<file path="src/rtl/lsu_pkg.sv">
// Shared types and funct3 encodings for the RV32 memory-access stage.
package lsu_pkg;

  localparam logic [2:0] F3_B  = 3'b000;
  localparam logic [2:0] F3_H  = 3'b001;
  localparam logic [2:0] F3_W  = 3'b010;
  localparam logic [2:0] F3_BU = 3'b100;
  localparam logic [2:0] F3_HU = 3'b101;

  typedef enum logic [1:0] {IDLE, REQ, WAIT_R} lsu_state_e;
  typedef enum logic [1:0] {NONE, LOAD, STORE} mem_kind_e;

endpackage

</file>
<file path="src/rtl/lsu_align.sv">
// Combinational lane logic: byte enables, store replication, legality check,
// and load-data alignment with sign/zero extension.
module lsu_align
  import lsu_pkg::*;
(
  input  logic        load,
  input  logic        store,
  input  logic [2:0]  funct3,
  input  logic [1:0]  offset,
  input  logic [31:0] wdata,
  output logic [3:0]  be,
  output logic [31:0] wdata_rep,
  output logic        err,
  input  logic [2:0]  rd_funct3,
  input  logic [1:0]  rd_offset,
  input  logic [31:0] rdata,
  output logic [31:0] rd_data
);

  logic [31:0] shifted;

  // Unsigned funct3 codes are loads only, so a store using them is illegal.
  always_comb begin
    be        = 4'b0000;
    wdata_rep = '0;
    err       = 1'b0;
    case (funct3)
      F3_B, F3_BU: begin
        be        = 4'b0001 << offset;
        wdata_rep = {4{wdata[7:0]}};
        err       = store && (funct3 == F3_BU);
      end
      F3_H, F3_HU: begin
        be        = 4'b0011 << offset;
        wdata_rep = {2{wdata[15:0]}};
        err       = offset[0] || (store && (funct3 == F3_HU));
      end
      F3_W: begin
        be        = 4'b1111;
        wdata_rep = wdata;
        err       = |offset;
      end
      default: err = 1'b1;
    endcase
    if (load && store) err = 1'b1;
  end

  assign shifted = rdata >> {rd_offset, 3'b000};

  always_comb begin
    rd_data = '0;
    case (rd_funct3)
      F3_B:    rd_data = {{24{shifted[7]}}, shifted[7:0]};
      F3_H:    rd_data = {{16{shifted[15]}}, shifted[15:0]};
      F3_W:    rd_data = shifted;
      F3_BU:   rd_data = {24'b0, shifted[7:0]};
      F3_HU:   rd_data = {16'b0, shifted[15:0]};
      default: rd_data = '0;
    endcase
  end

endmodule

</file>
<file path="src/rtl/mem_lsu.sv">
// RV32 memory-access stage: issues data-memory accesses over req/gnt/rvalid
// and hands load data / ALU result to writeback. Optional: LSU_TIMEOUT_EN.
module mem_lsu
  import lsu_pkg::*;
#(
  parameter int WIDTH   = 32,
  parameter int TIMEOUT = 16
)
(
  input  logic             clk_in,
  input  logic             rst_n_in,
  input  logic             valid_in,
  input  logic             load_in,
  input  logic             store_in,
  input  logic [2:0]       funct3_in,
  input  logic [WIDTH-1:0] alu_res_in,
  input  logic [WIDTH-1:0] wdata_in,
  output logic             stall_out,
  output logic             mem_req_out,
  output logic             mem_we_out,
  output logic [WIDTH-1:0] mem_addr_out,
  output logic [3:0]       mem_be_out,
  output logic [WIDTH-1:0] mem_wdata_out,
  input  logic             mem_gnt_in,
  input  logic             mem_rvalid_in,
  input  logic [WIDTH-1:0] mem_rdata_in,
  output logic             valid_out,
  output logic             sel_out,
  output logic [WIDTH-1:0] data_out,
  output logic [WIDTH-1:0] alu_res_out,
  output logic             err_out
);

  lsu_state_e       state, state_next;
  mem_kind_e        kind;
  logic [WIDTH-1:0] addr_q, wdata_q, alu_q;
  logic [3:0]       be_q, be;
  logic [2:0]       f3_q;
  logic [1:0]       off_q;
  logic [WIDTH-1:0] wdata_rep, rd_data;
  logic             align_err, timeout;
  logic             accept_mem, done, done_err, done_sel, done_load;

  lsu_align u_align (
    .load      (load_in),
    .store     (store_in),
    .funct3    (funct3_in),
    .offset    (alu_res_in[1:0]),
    .wdata     (wdata_in),
    .be        (be),
    .wdata_rep (wdata_rep),
    .err       (align_err),
    .rd_funct3 (f3_q),
    .rd_offset (off_q),
    .rdata     (mem_rdata_in),
    .rd_data   (rd_data)
  );

  assign stall_out     = (state != IDLE);
  assign mem_req_out   = (state == REQ);
  assign mem_we_out    = mem_req_out && (kind == STORE);
  assign mem_addr_out  = addr_q;
  assign mem_be_out    = be_q;
  assign mem_wdata_out = wdata_q;

`ifdef LSU_TIMEOUT_EN
  localparam int CW = $clog2(TIMEOUT + 1);
  logic [CW-1:0] tmo_cnt;

  // Restarts on every state change so REQ and WAIT_R each get a full budget.
  always_ff @(posedge clk_in or negedge rst_n_in) begin
    if (!rst_n_in)               tmo_cnt <= '0;
    else if (state_next != state) tmo_cnt <= '0;
    else if (state != IDLE)       tmo_cnt <= tmo_cnt + 1'b1;
  end

  assign timeout = (state != IDLE) && (tmo_cnt == CW'(TIMEOUT - 1));
`else
  assign timeout = 1'b0 && (TIMEOUT > 0);
`endif

  always_comb begin
    state_next = state;
    accept_mem = 1'b0;
    done       = 1'b0;
    done_err   = 1'b0;
    done_sel   = 1'b1;
    done_load  = 1'b0;
    case (state)
      IDLE: if (valid_in) begin
        if (!load_in && !store_in) begin
          done = 1'b1;
        end else if (align_err) begin
          done     = 1'b1;
          done_err = 1'b1;
        end else begin
          accept_mem = 1'b1;
          state_next = REQ;
        end
      end
      REQ: if (mem_gnt_in) begin
        if (kind == STORE) begin
          state_next = IDLE;
          done       = 1'b1;
        end else begin
          state_next = WAIT_R;
        end
      end else if (timeout) begin
        state_next = IDLE;
        done       = 1'b1;
        done_err   = 1'b1;
      end
      WAIT_R: if (mem_rvalid_in) begin
        state_next = IDLE;
        done       = 1'b1;
        done_load  = 1'b1;
        done_sel   = 1'b0;
      end else if (timeout) begin
        state_next = IDLE;
        done       = 1'b1;
        done_err   = 1'b1;
      end
      default: state_next = IDLE;
    endcase
  end

  // Results go out only with the completion pulse, so they hold in between.
  always_ff @(posedge clk_in or negedge rst_n_in) begin
    if (!rst_n_in) begin
      state       <= IDLE;
      kind        <= NONE;
      addr_q      <= '0;
      be_q        <= '0;
      wdata_q     <= '0;
      f3_q        <= '0;
      off_q       <= '0;
      alu_q       <= '0;
      valid_out   <= 1'b0;
      sel_out     <= 1'b1;
      err_out     <= 1'b0;
      data_out    <= '0;
      alu_res_out <= '0;
    end else begin
      state     <= state_next;
      valid_out <= done;
      if (accept_mem) begin
        kind    <= load_in ? LOAD : STORE;
        addr_q  <= {alu_res_in[WIDTH-1:2], 2'b00};
        be_q    <= be;
        wdata_q <= wdata_rep;
        f3_q    <= funct3_in;
        off_q   <= alu_res_in[1:0];
        alu_q   <= alu_res_in;
      end
      if (done) begin
        sel_out     <= done_sel;
        err_out     <= done_err;
        alu_res_out <= (state == IDLE) ? alu_res_in : alu_q;
        if (done_err)       data_out <= '0;
        else if (done_load) data_out <= rd_data;
      end
    end
  end

endmodule

</file>
<file path="config.mk">
export PLATFORM = sky130hd
export DESIGN_NAME = mem_lsu
export DESIGN_NICKNAME = d
export VERILOG_FILES = /design/src/rtl/lsu_pkg.sv /design/src/rtl/lsu_align.sv /design/src/rtl/mem_lsu.sv
export SDC_FILE = /design/constraint.sdc
export NUM_CORES = 1
export LEC_CHECK = 0
export ABC_AREA = 1
export CAP_MARGIN = 30
export CELL_PAD_IN_SITES_DETAIL_PLACEMENT = 1
export CELL_PAD_IN_SITES_GLOBAL_PLACEMENT = 1
export CORE_MARGIN = 4
export CORE_UTILIZATION = 25
export DETAILED_ROUTE_END_ITERATION = 8
export PLACE_DENSITY = 0.67
export SLEW_MARGIN = 5
export SYNTH_ARGS = -nofsm -noshare
export SYNTH_HDL_FRONTEND = slang
export SYNTH_SLANG_ARGS = --single-unit
</file>
<file path="constraint.sdc">
create_clock -name clk_in -period 1.8 [get_ports clk_in]
set_input_delay 0.27 -clock clk_in [delete_from_list [all_inputs] [get_ports clk_in]]
set_output_delay 0.27 -clock clk_in [all_outputs]
set_load 0.005 [all_outputs]
</file>
### Zoomed window

Region (126, 35) to (146, 55) µm. Cells in gray, sequential cells in the stronger gray; small squares are vias.
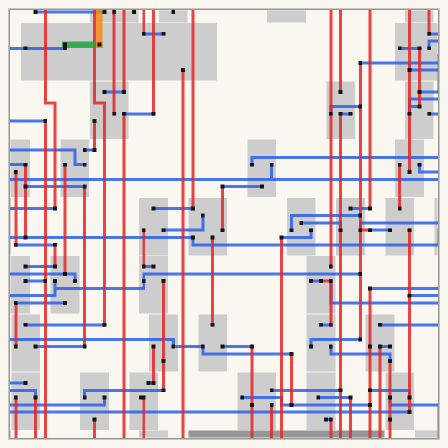
color	layer
orange	M4
red	M2
green	M3
blue	M1
sequential cells in the window	0
cells with their middle in the window	28
most frequent	nand2_1 (18), nor2_1 (3)

==> metrics.log <==
[flow] final metrics
[metrics] total I/O pin count: 244
[metrics] unrepaired setup endpoints after global routing: no
[metrics] final number of setup-violating endpoints: 0
[metrics] Worst EP arrival: 1.44 ns
[metrics] accumulated negative setup slack: 0 ns
[metrics] total number of nets in the final design: 1,367
[metrics] worst path required time: 1.53 ns
[metrics] met1 wire length: 13,100 µm
[metrics] #FFs+latches synth: 142
[metrics] sequential fraction of design power: 34.3%
[metrics] post-route cell area: 11,200 µm²
[metrics] Layout clock buffers: 18
[metrics] crit path time final: 1.71 ns
[metrics] Synth cell types: 31
[metrics] worst clock skew: 0.00640 ns
[metrics] fraction of the cycle the final worst path needs: 94.7%
[metrics] met1 usage: 23.2%
[metrics] critical path start-end classification: flip-flop to output port
[metrics] highest ir drop seen on vdd: 0.589 mV
[metrics] met3 Track Usage GR: 4.73%
[metrics] core region area: 29,600 µm²
[metrics] CTS tree: done
[metrics] clock root buffer: clkbuf_16
[metrics] non-clock buffer count: 309
[metrics] met2 layer usage reported by global route: 28.4%
[metrics] number of tap cells inserted: 390
[metrics] # Cells Yosys: 1,026
[metrics] Final non-clock buffer share: 27.8%
[metrics] ys async rst share: 100%
[metrics] Cell Count, Final, Fillers Out: 1,665
[metrics] final estimated routing congestion in global placement: 0.816
[metrics] dpl cell area: 10,600 µm²
[metrics] total wirelength of the detailed-routed design: 28,600 µm
[metrics] die boundary width: 181 µm
[metrics] clock transition at the register clock pins on the worst setup and hold paths after CTS: 0.07 ns
[metrics] Area growth syn-to-layout: 48.8%
[metrics] crit path capture type: output port
[metrics] worst-path cell with the longest stage delay: dfstp_2
[metrics] Detailed Place HPWL: 21,400 µm
[metrics] clock net sink count: 142
[metrics] Worst Path Max Fanout: 2
[metrics] pre-CTS setup slack: -0.199 ns
[metrics] met3 wire length: 1770 µm
[metrics] GRT Resource Usage Total: 17.4%
[metrics] Vias/cell: 4.58
[metrics] instance count after placement with tap cells included: 1,630
[metrics] Die H: 181 µm
[metrics] Top Usage Layer GRT: met2
[metrics] register-to-register setup slack: 0.15 ns
[metrics] Max H-tree Level: 4
[metrics] Detail Route Antenna Nets: 0
[metrics] buffers inserted during post-CTS setup optimization: 1
[metrics] chain of cells forming the critical path: clkdlybuf4s50_1
[metrics] pwr/cell area: 1330 nW/µm²
[metrics] library cell with the highest instance count after synthesis: nand2_1
[metrics] NetSw: 0.00525 W
[metrics] total cell area reported by yosys after synthesis: 7520 µm²
[metrics] Crit Reg-Reg Endpoint: alu_q[19]
[metrics] result of the run: complete, no violations
[metrics] Tot Pwr: 0.0149 W
[metrics] instance tally after logic synthesis: 1,026
[metrics] count of flip-flops with a built-in enable after synthesis: 0
[metrics] proportion of synthesized chip area in sequential cells: 47.2%
[metrics] Non-clock inverters: 48
[metrics] Pint: 0.00962 W
[metrics] maximum frequency from static timing analysis: 586 MHz
[metrics] Post-CTS Resized: 4
[metrics] Top FF cell, synth: dfrtp_1
[metrics] Flops: 142
[metrics] Antenna Cells: 1
[metrics] chip footprint: 32,900 µm²
[metrics] headroom to the max-slew limit: 61.9%
[metrics] combinational gate area: 3270 µm²
[metrics] depth of the worst register-to-register path: 8
[metrics] Lkg Pwr: 5.56 nW
[metrics] final max-slew violation count: 0
[metrics] post-synthesis cell area: 7520 µm²
[metrics] clock tree cell share of total cell area: 5.33%
[metrics] Worst Hold Slack: 0.402 ns
[metrics] Floorplan Utilization: 25.4%
[metrics] clock latency of the later-clocked register in the worst-skew pair: 0.42 ns
[metrics] first-pass GRT wire length: 46,100 µm
[metrics] register cell area after layout: 3550 µm²
[metrics] row cnt: 63
[metrics] top routing layer in use: met4
[metrics] count of routing violations after the opening detailed-route iteration: 347
[metrics] layout cell share with drive strength beyond 1: 9.18%
[metrics] worst min-delay path category: input pin to async pin
[metrics] number of global-route vias before repair: 8,184
### Clock distribution

Scale: 1.5 px per µm.
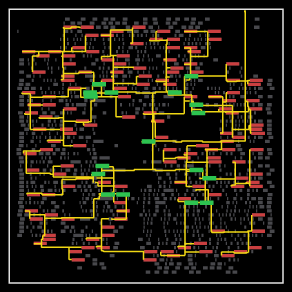
[yellow] clock wires | length: 2,350 µm
[green] clock-net drivers | count: 17
[red] flip-flops | count: 142
flops lie	all over the die

[placed cells by master (no fill, tap or decap), types with 3 or more instances in the layout]
cell / synthesis / final
o21ai_0: 60 / 60
o211ai_1: 6 / 6
nor2_1: 14 / 13
inv_6: 0 / 4
inv_1: 44 / 44
nand2_2: 2 / 3
nor3_2: 3 / 3
clkinv_4: 0 / 3
nand4_1: 8 / 8
a22oi_1: 8 / 8
a21boi_0: 8 / 8
nand2_1: 446 / 445
buf_4: 41 / 52
clkbuf_16: 0 / 17
clkdlybuf4s50_1: 0 / 237
a21oi_1: 9 / 9
nand3_1: 168 / 168
dfrtp_1: 141 / 141
buf_12: 0 / 15
[power by group through the flow]
stage               combinational [W]  sequential (W)  clock [W]
global route                  0.00679         0.00527    0.00393
CTS                           0.00622         0.00512    0.00377
global placement              0.00606         0.00516          0
detailed placement            0.00619         0.00516          0
finish                        0.00610         0.00511    0.00366
floorplan                     0.00284         0.00500          0
[sequential cells by signal, summed over array words and instances, names as in the netlist]
signal         count
mem_be_out         4
alu_q             32
data_out          32
alu_res_out       32
f3_q               3
valid_out          1
sel_out            1
state              2
kind               2
mem_wdata_out     32
err_out            1
[worst max-delay path by stage]
stage | start | endpoint | slack (ns) | depth (start not counted)
finish | sel_out | sel_out | 0.09 | 1
CTS | state[1] | mem_we_out | 0.02 | 4
floorplan | state[1] | data_out[0] | 0.30 | 8
global placement | funct3_in[0] | alu_res_out[16] | -0.1 | 10
detailed placement | funct3_in[0] | mem_wdata_out[28] | -0.20 | 10
global route | state[1] | alu_q[29] | 0.007 | 8
[logic make-up after synthesis]
family | synth area share (%)
compound gates | 7.10
buf+inv | 9.64
flops | 47.2
other cells | 0.0498
simple gates | 36.0
Power is estimated from default activity; no workload was simulated.
